==> config.mk <==
export PLATFORM = sky130hd
export DESIGN_NAME = sll_multicycle
export DESIGN_NICKNAME = d
export VERILOG_FILES = /design/src/rtl/shift_pkg.sv /design/src/rtl/sll_stage.sv /design/src/rtl/sll_multicycle.sv
export SDC_FILE = /design/constraint.sdc
export NUM_CORES = 1
export LEC_CHECK = 0
export ABC_AREA = 1
export CELL_PAD_IN_SITES_DETAIL_PLACEMENT = 0
export CELL_PAD_IN_SITES_GLOBAL_PLACEMENT = 1
export CORE_MARGIN = 2
export CORE_UTILIZATION = 38
export CTS_BUF_LIST = sky130_fd_sc_hd__clkbuf_4
export CTS_CLUSTER_SIZE = 28
export DETAILED_ROUTE_END_ITERATION = 12
export PLACE_DENSITY_LB_ADDON = 0.1
export RECOVER_POWER = 50
export SYNTH_ARGS = -nofsm -noshare
export SYNTH_HDL_FRONTEND = slang
export SYNTH_SLANG_ARGS = --single-unit
==> constraint.sdc <==
create_clock -name clock -period 3.1 [get_ports clock]
set_clock_uncertainty 0.05 [all_clocks]
set_input_delay 0.62 -clock clock [delete_from_list [all_inputs] [get_ports clock]]
set_output_delay 0.62 -clock clock [all_outputs]
set_load 0.05 [all_outputs]
==> src/rtl/shift_pkg.sv <==
// Shared types, widths and helpers for the multi-cycle logical left shifter.
package shift_pkg;

    localparam int unsigned DATA_W     = 32;
    localparam int unsigned SHAMT_W    = 5;
    localparam int unsigned NUM_STAGES = 5;

    typedef enum logic [1:0] {
        IDLE,
        SHIFT,
        DONE
    } state_e;

    function automatic int unsigned stage_dist(input int unsigned idx);
        return 32'd1 << idx;
    endfunction

    // Highest set bit of amt strictly below 'below'; bit 3 of the result flags that one exists.
    function automatic logic [3:0] next_set_bit(input logic [SHAMT_W-1:0] amt,
                                                input int unsigned below);
        logic [3:0] res;
        res = 4'b0;
        for (int i = 0; i < int'(NUM_STAGES); i++) begin
            if ((i < int'(below)) && amt[i]) begin
                res = {1'b1, 3'(i)};
            end
        end
        return res;
    endfunction

endpackage

==> src/rtl/sll_stage.sv <==
// One power-of-two left-shift stage; passes data through when not enabled.
module sll_stage
    import shift_pkg::*;
#(
    parameter int unsigned Dist = 1
) (
    input  logic [DATA_W-1:0] data_i,
    input  logic              ena_i,
    output logic [DATA_W-1:0] data_o
);

    assign data_o = ena_i ? (data_i << Dist) : data_i;

endmodule

==> src/rtl/sll_multicycle.sv <==
// Multi-cycle logical left shifter, one power-of-two stage per clock (16, 8, 4, 2, 1).
// Define SLL_EARLY_EXIT_EN to skip stages whose shift-amount bit is clear.
module sll_multicycle
    import shift_pkg::*;
(
    input  logic               clock,
    input  logic               reset,
    input  logic               flush_i,
    input  logic               in_valid_i,
    output logic               in_ready_o,
    input  logic [DATA_W-1:0]  data_i,
    input  logic [SHAMT_W-1:0] shiftamt_i,
    output logic               out_valid_o,
    input  logic               out_ready_i,
    output logic [DATA_W-1:0]  data_o
);

    state_e             state_q, state_d;
    logic [DATA_W-1:0]  work_q, work_d;
    logic [SHAMT_W-1:0] amt_q, amt_d;
    logic [2:0]         idx_q, idx_d;

    logic [DATA_W-1:0]  stage_out [NUM_STAGES];
    logic [DATA_W-1:0]  stage_sel;

    for (genvar g = 0; g < NUM_STAGES; g++) begin : g_stage
        sll_stage #(
            .Dist(stage_dist(g))
        ) u_stage (
            .data_i(work_q),
            .ena_i (amt_q[g]),
            .data_o(stage_out[g])
        );
    end

    always_comb begin
        stage_sel = work_q;
        case (idx_q)
            3'd0:    stage_sel = stage_out[0];
            3'd1:    stage_sel = stage_out[1];
            3'd2:    stage_sel = stage_out[2];
            3'd3:    stage_sel = stage_out[3];
            3'd4:    stage_sel = stage_out[4];
            default: stage_sel = work_q;
        endcase
    end

    always_comb begin
`ifdef SLL_EARLY_EXIT_EN
        logic [3:0] nxt;
        nxt = 4'b0;
`endif
        state_d = state_q;
        work_d  = work_q;
        amt_d   = amt_q;
        idx_d   = idx_q;
        // Flush wins over both accept and result handshake; datapath is left untouched.
        if (flush_i) begin
            state_d = IDLE;
        end else begin
            unique case (state_q)
                IDLE: begin
                    if (in_valid_i) begin
                        work_d = data_i;
                        amt_d  = shiftamt_i;
`ifdef SLL_EARLY_EXIT_EN
                        nxt = next_set_bit(shiftamt_i, NUM_STAGES);
                        if (nxt[3]) begin
                            idx_d   = nxt[2:0];
                            state_d = SHIFT;
                        end else begin
                            idx_d   = 3'd0;
                            state_d = DONE;
                        end
`else
                        idx_d   = 3'd4;
                        state_d = SHIFT;
`endif
                    end
                end
                SHIFT: begin
                    work_d = stage_sel;
`ifdef SLL_EARLY_EXIT_EN
                    nxt = next_set_bit(amt_q, 32'(idx_q));
                    if (nxt[3]) begin
                        idx_d = nxt[2:0];
                    end else begin
                        state_d = DONE;
                    end
`else
                    if (idx_q == 3'd0) begin
                        state_d = DONE;
                    end else begin
                        idx_d = idx_q - 3'd1;
                    end
`endif
                end
                DONE: begin
                    if (out_ready_i) begin
                        state_d = IDLE;
                    end
                end
                default: state_d = IDLE;
            endcase
        end
    end

    always_ff @(posedge clock or posedge reset) begin
        if (reset) begin
            state_q <= IDLE;
            work_q  <= '0;
            amt_q   <= '0;
            idx_q   <= '0;
        end else begin
            state_q <= state_d;
            work_q  <= work_d;
            amt_q   <= amt_d;
            idx_q   <= idx_d;
        end
    end

    assign in_ready_o  = (state_q == IDLE) && !reset;
    assign out_valid_o = (state_q == DONE);
    assign data_o      = work_q;

endmodule

**Run 1: metal layers overlaid**

Drawn at 4 px/um. Two of the layers only.
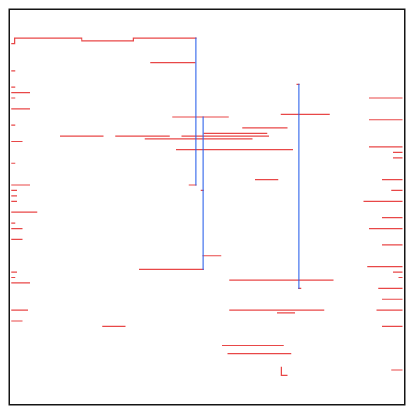
layer	colour	wire length
metal 4	blue	126 um
metal 3	red	480 um

**Run 1: cell outlines without signal wires**

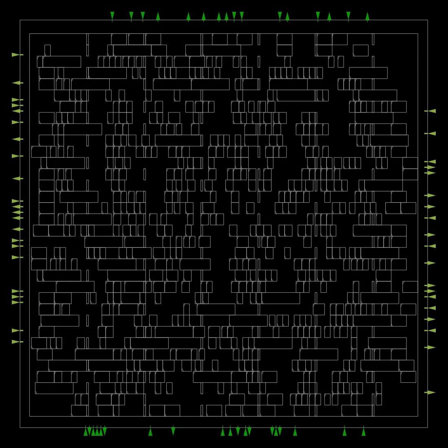
Seq/total area: 24.5%
FP Rows: 34
utilization after layout: 49.4%
seq_cells: 42
Core Region: 8680 um^2

**Run 1: routed metal per tile**

Drawn at 4 px/um. 20 x 20 tiles, from dark blue (low) to red (high), scaled to the fullest tile. Values are wire area over tile area, all layers added.
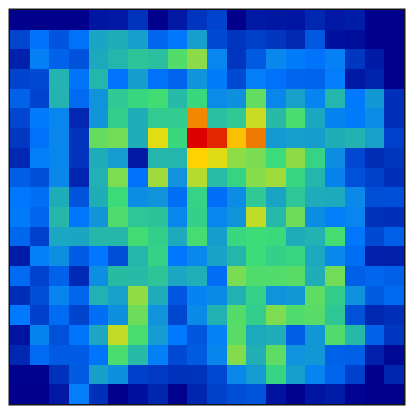
emptiest ninth of the die	top right
mean over tiles	0.16
fullest tile	0.57
densest ninth of the die	middle
nearly empty tiles	6.0%

==> CHANGELOG.md, run 1 <==
### Implementation results

- Routability cong.: 0.828
- Clk latency late pin: 370 ps
- Synth warn: 0
- Fin crit share: 83.3%
- Adder-cell area share of the yosys netlist: 1.84%
- Layout Nets: around 690
- CTS tree: yes
- Achievable Freq: between 0.3 and 0.4 GHz
- Logic family by area: simple AND/OR/NAND/NOR gates
- Combinational power share: approximately two thirds
- Worst slew pin tran: 1070 ps
- Hold path depth: 2
- FILL cells: 957
- Average wire per standard cell: about 13 um
- Commonest Layout Cell: nand2_1
- Rel. slew slack: approximately 29%
- First-pass GRT wire length: 17400 um
- Post-route DRC: 0
- Non-Filler Instances: roughly 750
- Pin count of the biggest net entering global routing: 55
- Initial DRC Count: 205
- P&R area growth vs syn: 26.4%
- HP Class: flop to flop
- Port Buffers: around 75
- Pins Over Slew Limit: 0
- Seq share, synth: 31.0%
- Syn Inst Count: between 500 and 600
- Leak pwr: roughly 0.0023 uW
- Drt total wl: 10100 um
- Hold-fix buffers, CTS: 0
- Clock share of power: under 10%
- Worst-path clk slew: around 150 ps
- Postcts setup bufs: 0
- Initial DRT Pass Iterations: 4
- Int Power: 1930 uW
- H-tree Lvls: 2
- Overall global routing resource usage: a little over a fifth
- IO Count: roughly 76
- Die height: between 90 and 100 um
- Critical path launch point type: flop
- Switching Share: 57.7%
- Final-report setup violation count: 0
- Initial antenna violation count: 0
- Share of the synthesized area in the top cell type: 31.5%
- VDD IR max: roughly 0.59 mV
- Part of the power in registers: 25.9%
- Total negative slack: 0 ps
- Final hold viol count: 0
- Top Layout Cells: nand2_1, nand3_1, clkdlybuf4s50_1
- Post-synth regs: 42
- OpenROAD warnings: 30
- Fp util: 39.1%
- Die Wd: between 90 and 100 um
- Routed via count: 3761
- Post-DRT Antenna Nets: 0
- Hold WS: 448 ps
- Layout cells sized above 1: 4.81%
- Vias/cell: 4.99
- Power per Cell Area: 1060 nW/um^2
- Final instance area: 4290 um^2
- Post-placement cell area: between 4000 and 5000 um^2
- Distinct lib cells: 27
- Max-cap violations: 0
- Sink Count: 42
- # Cells Yosys: 585
- Req. time, crit path: 3320 ps
- RSZ-0062 raised after global routing: no
- MUX area fraction: 0.664%
- Root Buffer: clkbuf_4
- Xor/xnor share: 0%
- Crit Path Category: flop to flop
- Yosys Chip Area: 3390 um^2
- Net Switching: 2630 uW
- Synth Area per Inst: 5.80 um^2
- CTS resizes: 0
- CTS max path bufs: 2
- Worst Path Arrival: about 2800 ps
- Simple Share, Synth: 55.9%
- Syn nets: 632
- Status: finished, final reports clean
- Placed insts: 745
- Compound-Gate Fraction of Synth Area: 1.95%
- Crit-path max FO: 20
- Hpwl dp: around 7100 um
- N_diodes: 0
- Top cells by area: nand2_1, dfrtp_1, nand3_1, nor2_1, buf_2
- Total gr overflow: 0
- Number of global-route vias before repair: 3528
- Worst reg-to-reg path cell count: 9
- CP endpoint kind: flop
- Chip area: 9700 um^2
- Cell Area, Synth: 3390 um^2
- Minimum clock period: 2580 ps
- Yosys top cell by area: nand2_1
- Number of CTS-inserted buffers: 5
-- run 1: cells by family (layout without fill, tap and decap cells) --
| logic type | Yosys count | in the layout |
|---|---|---|
| compound gates | 12 | 12 |
| mux | 2 | 2 |
| fa+ha+maj | 5 | 5 |
| flops | 42 | 42 |
| buf+inv | 68 | 128 |
| simple gates | 456 | 456 |
-- run 1: state kept, by name, indices dropped and copies added, names as in the netlist --
name,flops
idx_q,3
amt_q,5
state_q,2
data_o,32
-- run 1: routing by layer --
layer | share of wire (%) | GRT usage, % | vias to the layer above | wire length [um]
li1 | - | - | 1954 | -
met1 | 47 | 29.8 | 1711 | 4790
met2 | 47 | 35.7 | 88 | 4700
met3 | 4.7 | 2.91 | 8 | 479
met4 | 1.2 | 5.37 | 0 | 125
met5 | 0 | 0 | - | 0
-- run 1: final timing paths --
check | start | to | slack (ps)
worst max-delay path | state_q[0] | data_o[19] | 520
worst min-delay path | data_o[31] | data_o[31] | 450
worst min register to register | data_o[31] | data_o[31] | 450
max in group asynchronous | reset | data_o[15] | 1340
worst max register to register | state_q[0] | data_o[19] | 520
min in group asynchronous | reset | amt_q[0] | 990
-- run 1: synth_stat cells --
library cell / number
clkinv_1: 1
o22ai_1: 1
nor2_1: 43
ha_1: 5
buf_2: 22
mux2_2: 2
nand2_1: 285
nor2_4: 2
nand4_1: 1
o21ai_0: 5
dfrtp_1: 42
buf_4: 3
nand2_2: 1
nor2_2: 1
clkbuf_1: 8
a22oi_1: 1
nand3b_1: 1
o211ai_1: 1
nor3_1: 1
buf_1: 5
a21oi_1: 3
nand3_1: 120
inv_2: 2
inv_1: 26
clkbuf_2: 1
o21ai_1: 1
nand3_2: 1
-- run 1: layout make-up --
cell class	instances	area [um^2]	area share [%]
clock buffers	5	37.5	0.875
clock inverters	3	43.8	1.02
inverters	29	109	2.54
multi-input cells	475	2040	47.6
flip-flops and latches	42	1050	24.5
well taps	108	135	3.15
repair buffers	91	872	20.3
-- run 1: per-stage QoR --
stage | setup WS, ps | power (uW) | utilization [%]
final | 517 | 4550 | 49.4
after global routing | 273 | 4960 | 49.4
after CTS | 488 | 4600 | 49.6
after detailed placement | 926 | 4220 | 48.7
after global placement | 934 | 4190 | 48.7
after floorplan | 765 | 3250 | -
-- run 1: power by group through the flow --
stage | Sequential (uW) | Combinational, uW | Clock [uW]
2_1_floorplan | 1710 | 1540 | 0
3_3_place_gp | 1190 | 3000 | 0
3_5_place_dp | 1190 | 3030 | 0
4_1_cts | 1180 | 3030 | 389
5_1_grt | 1230 | 3310 | 413
6_report | 1180 | 3000 | 378
-- run 1: critical path, stage by stage (launching register included) --
cell,delay [ps]
dfrtp_1,480
inv_1,60
nor2_1,790
buf_4,410
nand2_1,140
clkinv_1,60
nor2_1,50
clkbuf_2,240
nand2_1,130
nand2_1,50
**Run 1: I/O nets highlighted**

Drawn at 4 px/um.
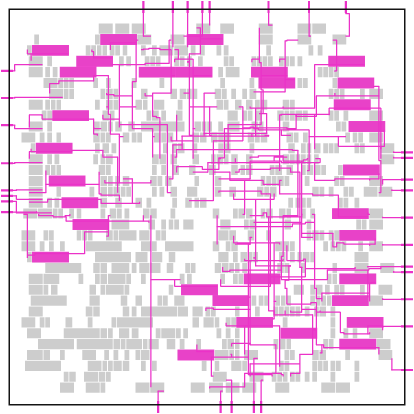

==> run 1 -> run 2 <==
- CORE_UTILIZATION: 38 -> 35
- clock period: 3.1 -> 2.7 ns (I/O delays scaled with it)
**Run 2: I/O nets highlighted**

Drawn at 4 px/um.
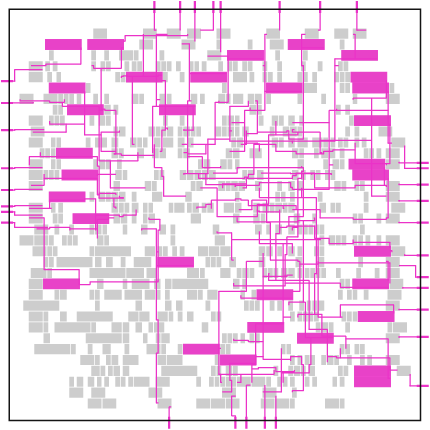
port	colour	bits	direction	edge	end cells	wire
data_o	magenta	32	output	11 right, 8 top, 8 left, 5 bottom	32	2390 um

==> CHANGELOG.md, run 2 <==
### Implementation results

- Post-route DRC: 0 (unchanged)
- P&R area growth vs syn: 26.5% (about the same)
- Postcts setup bufs: 0 (unchanged)
- CTS resizes: 0 (unchanged)
- Port Buffers: 75 (unchanged)
- Worst Path Arrival: 1890 ps (-920 ps)
- CTS tree: yes
- Distinct lib cells: 27 (unchanged)
- CP endpoint kind: primary output
- Max FFs per register: 32 (unchanged)
- Seq share, synth: 31.0% (unchanged)
- Layout Nets: 692 (+0.14%)
- Overall global routing resource usage: 20.5% (-0.97 points)
- Int Power: 2120 uW (+9.9%)
- Worst-path clk slew: 130 ps (-20 ps)
- Net Switching: 3000 uW (+14%)
- Fp util: 36.4% (-2.7 points)
- Max-cap violations: 0 (unchanged)
- Average wire per standard cell: 13.3 um (-0.85%)
- Root Buffer: clkbuf_4
- Worst slew pin tran: 1110 ps (+48.1 ps)
- CP max stage delay: 820 ps (+30 ps)
- Number of global-route vias before repair: 3530 (+0.057%)
- Status: finished, final reports clean
- Hpwl dp: 7290 um (+2.8%)
- Vias/cell: 4.85 (-3.0%)
- Yosys top cell by area: nand2_1
- Combinational power share: 67.1% (+1.3 points)
- RSZ-0062 raised after global routing: no
- Crit path buffers/inverters: 2 (-2)
- Top cells by area: nand2_1, dfrtp_1, nand3_1, nor2_1, buf_2
- Setup WS post-layout: 218 ps (-299 ps)
- Part of the power in registers: 26.5% (+0.6 points)
- Compound-Gate Fraction of Synth Area: 1.95% (unchanged)
- Pin count of the biggest net entering global routing: 43 (-22%)
- Post-DRT Antenna Nets: 0 (unchanged)
- First-pass GRT wire length: 17400 um (+0.28%)
- Synth warn: 0 (unchanged)
- N_diodes: 0 (unchanged)
- Yosys Chip Area: 3390 um^2 (unchanged)
- # Cells Yosys: 585 (unchanged)
- IO Count: 76 (unchanged)
- Initial antenna violation count: 0 (unchanged)
- Main flop type: dfrtp_1
- Simple Share, Synth: 55.9% (unchanged)
- Post-synth ARST share: 100% (unchanged)
- Initial DRC Count: 209 (+2.0%)
- Cell with the most instances after synthesis: nand2_1
- Leak pwr: 0.00231 uW (about the same)
- Clock share of power: 6.4% (-1.9 points)
- Post-synth regs: 42 (unchanged)
- Die height: 102 um (+4.0%)
- Hold-fix buffers, CTS: 0 (unchanged)
- Die Wd: 102 um (+4.0%)
- Syn Inst Count: 585 (unchanged)
- Syn nets: 632 (unchanged)
- Critical path launch point type: flop
- Post-placement cell area: 4250 um^2 (+0.50%)
- Share of the synthesized area in the top cell type: 31.5% (unchanged)
- Number of CTS-inserted buffers: 5 (unchanged)
- Clk latency late pin: 370 ps (about the same)
- Achievable Freq: 0.403 GHz
- Total gr overflow: 0 (unchanged)
- Delay-heaviest family, CP: buffers and inverters
- MUX area fraction: 0.664% (unchanged)
- H-tree Lvls: 2 (unchanged)
- OpenROAD warnings: 30 (unchanged)
- VDD IR max: 0.467 mV (-21%)
- Non-Filler Instances: 775 (+2.9%)
- Logic family by area: simple AND/OR/NAND/NOR gates
- Crit Path Category: flop to primary output
- Total negative slack: 0 ps (unchanged)
- Core Region: 9330 um^2 (+7.5%)
- Placed insts: 767 (+3.0%)
- Final-report setup violation count: 0 (unchanged)
- Dpl ws: 513 ps (-413 ps)
- Synth Area per Inst: 5.80 um^2 (unchanged)
- Final hold viol count: 0 (unchanged)
- Commonest Layout Cell: nand2_1
- Pins Over Slew Limit: 0 (unchanged)
- Routability cong.: 0.873 (+5.4%)
- Chip area: 10500 um^2 (+8.2%)
- Post-synth EDFFs: 0 (unchanged)
- Sink Count: 42 (unchanged)
- HP Class: flop to flop
- Top Layout Cells: nand2_1, nand3_1, clkdlybuf4s50_1
- Switching Share: 58.6% (+0.93 points)
- Routed via count: 3756 (-0.13%)
## run 2: cell counts after synthesis
No cell type changed its count.
## run 2: cell type report
| type | count | area (um^2) |
|---|---|---|
| clock buffers | 6 | 45.0 |
| repair buffers | 92 | 867 |
| multi-input cells | 475 | 2050 |
| fillers | 1023 | 5030 |
| well taps | 129 | 161 |
| inverters | 29 | 109 |
| clock inverters | 2 | 8.76 |
| flip-flops and latches | 42 | 1050 |
## run 2: worst paths after layout
| check | depth (start not counted) | start | to | slack (ps) |
|---|---|---|---|---|
| max | 3 | state_q[1] | out_valid_o | 220 |
| min | 2 | data_o[31] | data_o[31] | 450 |
| max reg2reg | 9 | idx_q[1] | data_o[15] | 450 |
| min reg2reg | 2 | data_o[31] | data_o[31] | 450 |
| max in group asynchronous | 3 | reset | data_o[17] | 980 |
| min in group asynchronous | 3 | reset | data_o[30] | 930 |
## run 2: cells by family after synthesis
kind of cell | Yosys count
mux | 2
buf+inv | 68
simple gates | 456
compound gates | 12
fa+ha+maj | 5
flops | 42
## run 2: per-stage QoR
step / util (%) / hold WS, ps
after floorplan: - / 420
after global placement: 45.5 / 422
after detailed placement: 45.5 / 423
after CTS: 46.1 / 464
after global routing: 46.0 / 487
final: 46.0 / 445
## run 2: power groups by stage
stage | clock, uW | combinational [uW] | sequential [uW]
detailed placement | 0 | 3470 | 1380
CTS | 348 | 3480 | 1360
finish | 329 | 3430 | 1350
global route | 377 | 3800 | 1410
global placement | 0 | 3440 | 1370
floorplan | 0 | 1770 | 1970
## run 2: worst reg2reg max path, stage by stage (launching register included)
cell and delay (ps):
dfrtp_1 420, inv_1 130, ha_1 540, o21ai_2 160, nand3_1 180, nand2_1 80
nor2_2 120, clkbuf_2 340, nand2_1 110, nand2_1 60
## run 2: per-layer routing
metal  track usage, %  up-vias  share of wire, %
li1                 -     1963                 -
met4             3.69        0              0.75
met2             34.1       89                47
met5                0        -                 0
met1             29.0     1698                49
met3             2.46        6               3.8
**Run 2: routed metal per tile**

Drawn at 4 px/um. 20 x 20 tiles, from dark blue (low) to red (high), scaled to the fullest tile. Values are wire area over tile area, all layers added.
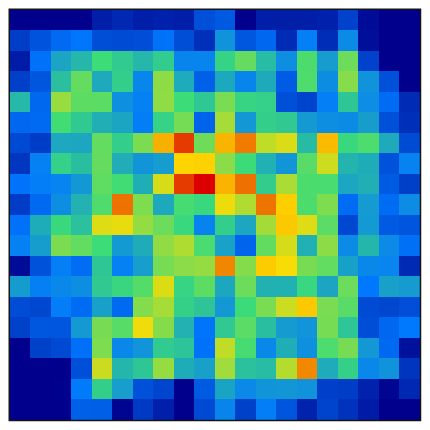

==> run 2 -> run 3 <==
- CORE_MARGIN: 2 -> 10
**Run 3: routed metal per tile**

Drawn at 3 px/um. 24 x 24 tiles, from dark blue (low) to red (high), scaled to the fullest tile. Values are wire area over tile area, all layers added.
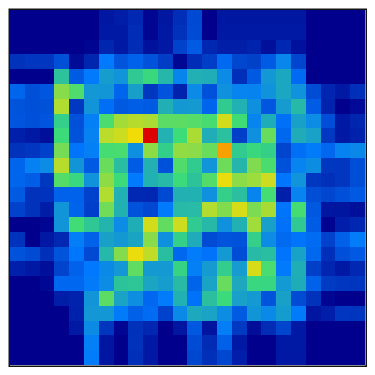
mean over tiles	0.12
fullest tile	0.54
densest ninth of the die	middle
nearly empty tiles	18%

==> CHANGELOG.md, run 3 <==
### Implementation results

- Final-report setup violation count: 0 (unchanged)
- Hold-fix buffers, CTS: 0 (unchanged)
- Crit-path max FO: 5
- Max FFs per register: 32 (unchanged)
- Post-route DRC: 0 (unchanged)
- Total gr overflow: 0 (unchanged)
- Port Buffers: 75 (unchanged)
- Pin count of the biggest net entering global routing: 43 (unchanged)
- Top cells by area: nand2_1, dfrtp_1, nand3_1, nor2_1, buf_2
- Hold WS: 466 ps (+20.9 ps)
- Vias/cell: 4.79 (-1.2%)
- Yosys top cell by area: nand2_1
- Syn nets: 632 (unchanged)
- Minimum clock period: 2480 ps
- CP endpoint kind: primary output
- Cell with the most instances after synthesis: nand2_1
- Seq share, synth: 31.0% (unchanged)
- Layout cells sized above 1: 5.12%
- Clk latency late pin: 360 ps (about the same)
- CTS max path bufs: 2
- Leak pwr: 0.00232 uW (+0.22%)
- Pins Over Slew Limit: 0 (unchanged)
- Synth Area per Inst: 5.80 um^2 (unchanged)
- Post-synth regs: 42 (unchanged)
- Worst Path Arrival: 1890 ps (about the same)
- # Cells Yosys: 585 (unchanged)
- CTS resizes: 0 (unchanged)
- Die Wd: 118 um (+16%)
- Max-cap violations: 0 (unchanged)
- Synth warn: 0 (unchanged)
- Initial DRT Pass Iterations: 5
- Utilization after layout: 46.1% (+0.12 points)
- Share of the synthesized area in the top cell type: 31.5% (unchanged)
- Overall global routing resource usage: 15.7% (-4.9 points)
- Post-synth EDFFs: 0 (unchanged)
- Drt total wl: 11000 um
- Req. time, crit path: 2110 ps
- Syn Inst Count: 585 (unchanged)
- Final hold viol count: 0 (unchanged)
- N_diodes: 0 (unchanged)
- First-pass GRT wire length: 18900 um (+8.4%)
- Fp util: 36.4% (unchanged)
- Crit Path Category: flop to primary output
- Number of CTS-inserted buffers: 5 (unchanged)
- CTS tree: yes
- Average wire per standard cell: 14.3 um (+7.2%)
- Total negative slack: 0 ps (unchanged)
- Achievable Freq: 0.403 GHz (+0.12%)
- Worst slew pin tran: 1110 ps (-6.36 ps)
- FP Rows: 35
- Yosys Chip Area: 3390 um^2 (unchanged)
- Top Layout Cells: nand2_1, nand3_1, clkdlybuf4s50_1
- HP Class: flop to flop
- Cell Area, Synth: 3390 um^2
- Postcts setup bufs: 0 (unchanged)
- Root Buffer: clkbuf_4
- FILL cells: 1050 (+2.6%)
- Critical path launch point type: flop
- Main flop type: dfrtp_1
- Routed via count: 3702 (-1.4%)
- Power per Cell Area: approximately 1200 nW/um^2
- Register area: 1050 um^2 (unchanged)
- Worst-path clk slew: 130 ps (about the same)
- Hpwl dp: 7930 um (+8.9%)
- P&R area growth vs syn: 26.8%
- Status: finished, final reports clean
- VDD IR max: 0.554 mV (+19%)
- Initial DRC Count: 230 (+10%)
- Routability cong.: 0.863 (-1.2%)
- Synth top cells by count: nand2_1, nand3_1, nor2_1
- Post-DRT Antenna Nets: 0 (unchanged)
- Commonest Layout Cell: nand2_1
- RSZ-0062 raised after global routing: no
- Initial antenna violation count: 0 (unchanged)
- Chip area: 14000 um^2 (+34%)
- Post-synth ARST share: 100% (unchanged)
- Sink Count: 42 (unchanged)
- Number of global-route vias before repair: 3619 (+2.5%)
- Comb gate area: 2050 um^2 (unchanged)
- OpenROAD warnings: 30 (unchanged)
- Die height: 118 um (+16%)
- IO Count: 76 (unchanged)
- Layout Nets: 690 (-0.29%)
- Distinct lib cells: 27 (unchanged)
- Fin crit share: just over 90%
- Core Region: 9330 um^2 (unchanged)
- Rel. slew slack: 26.2%
- H-tree Lvls: 2 (unchanged)
-- run 3: metrics by stage --
step / instance area, um^2 / setup WS, ps / std cells / power (uW)
final: 4300 / 221 / 773 / 5210
after global routing: 4300 / 136 / 773 / 5700
after CTS: 4320 / 197 / 773 / 5300
after detailed placement: 4250 / 516 / 765 / 4850
after global placement: 4250 / 602 / 765 / 4850
after floorplan: 3390 / 525 / 585 / 3730
-- run 3: final timing paths --
kind | startpoint | end | slack [ps] | cells past startpoint
max | state_q[1] | out_valid_o | 220 | 3
min | data_o[31] | data_o[31] | 470 | 2
max reg2reg | idx_q[1] | data_o[7] | 510 | 8
min reg2reg | data_o[31] | data_o[31] | 470 | 2
max in group asynchronous | reset | data_o[6] | 980 | 3
min in group asynchronous | reset | state_q[1] | 940 | 3
-- run 3: power breakdown --
part	switching [uW]	internal [uW]	leakage, uW	total [uW]
combinational	2330	1090	0.00175	3420
sequential	476	897	0.000522	1370
clock	228	192	0.0000450	420
-- run 3: layout make-up --
cell class | instances | area share, %
inverter | 29 | 2.53
multi-input combinational | 475 | 47.6
timing repair buffer | 90 | 19.9
tap | 129 | 3.75
clock inverter | 3 | 0.930
sequential | 42 | 24.4
clock buffer | 5 | 0.872
-- run 3: worst max-delay path, cell delays in order, from the launching register on --
cell and delay, ps:
dfrtp_1 480, inv_1 100, nor2_1 130, clkdlybuf4s50_1 830
-- run 3: metal layers --
metal  up-vias  global-route usage (%)  share of wire [%]
met2        78                    25.8                 47
li1       1957                       -                  -
met4         0                    2.29               0.47
met1      1663                    21.1                 49
met5         -                       0                  0
met3         4                    3.14                4.2
-- run 3: cell families after synthesis --
family / count (synthesis) / share of synthesized area, %
adders and majority gates: 5 / 1.84
muxes: 2 / 0.664
AOI/OAI and AO/OA: 12 / 1.95
DFF: 42 / 31.0
buffers and inverters: 68 / 8.70
and+or+nand+nor: 456 / 55.9
Power and IR drop assume default switching activity.
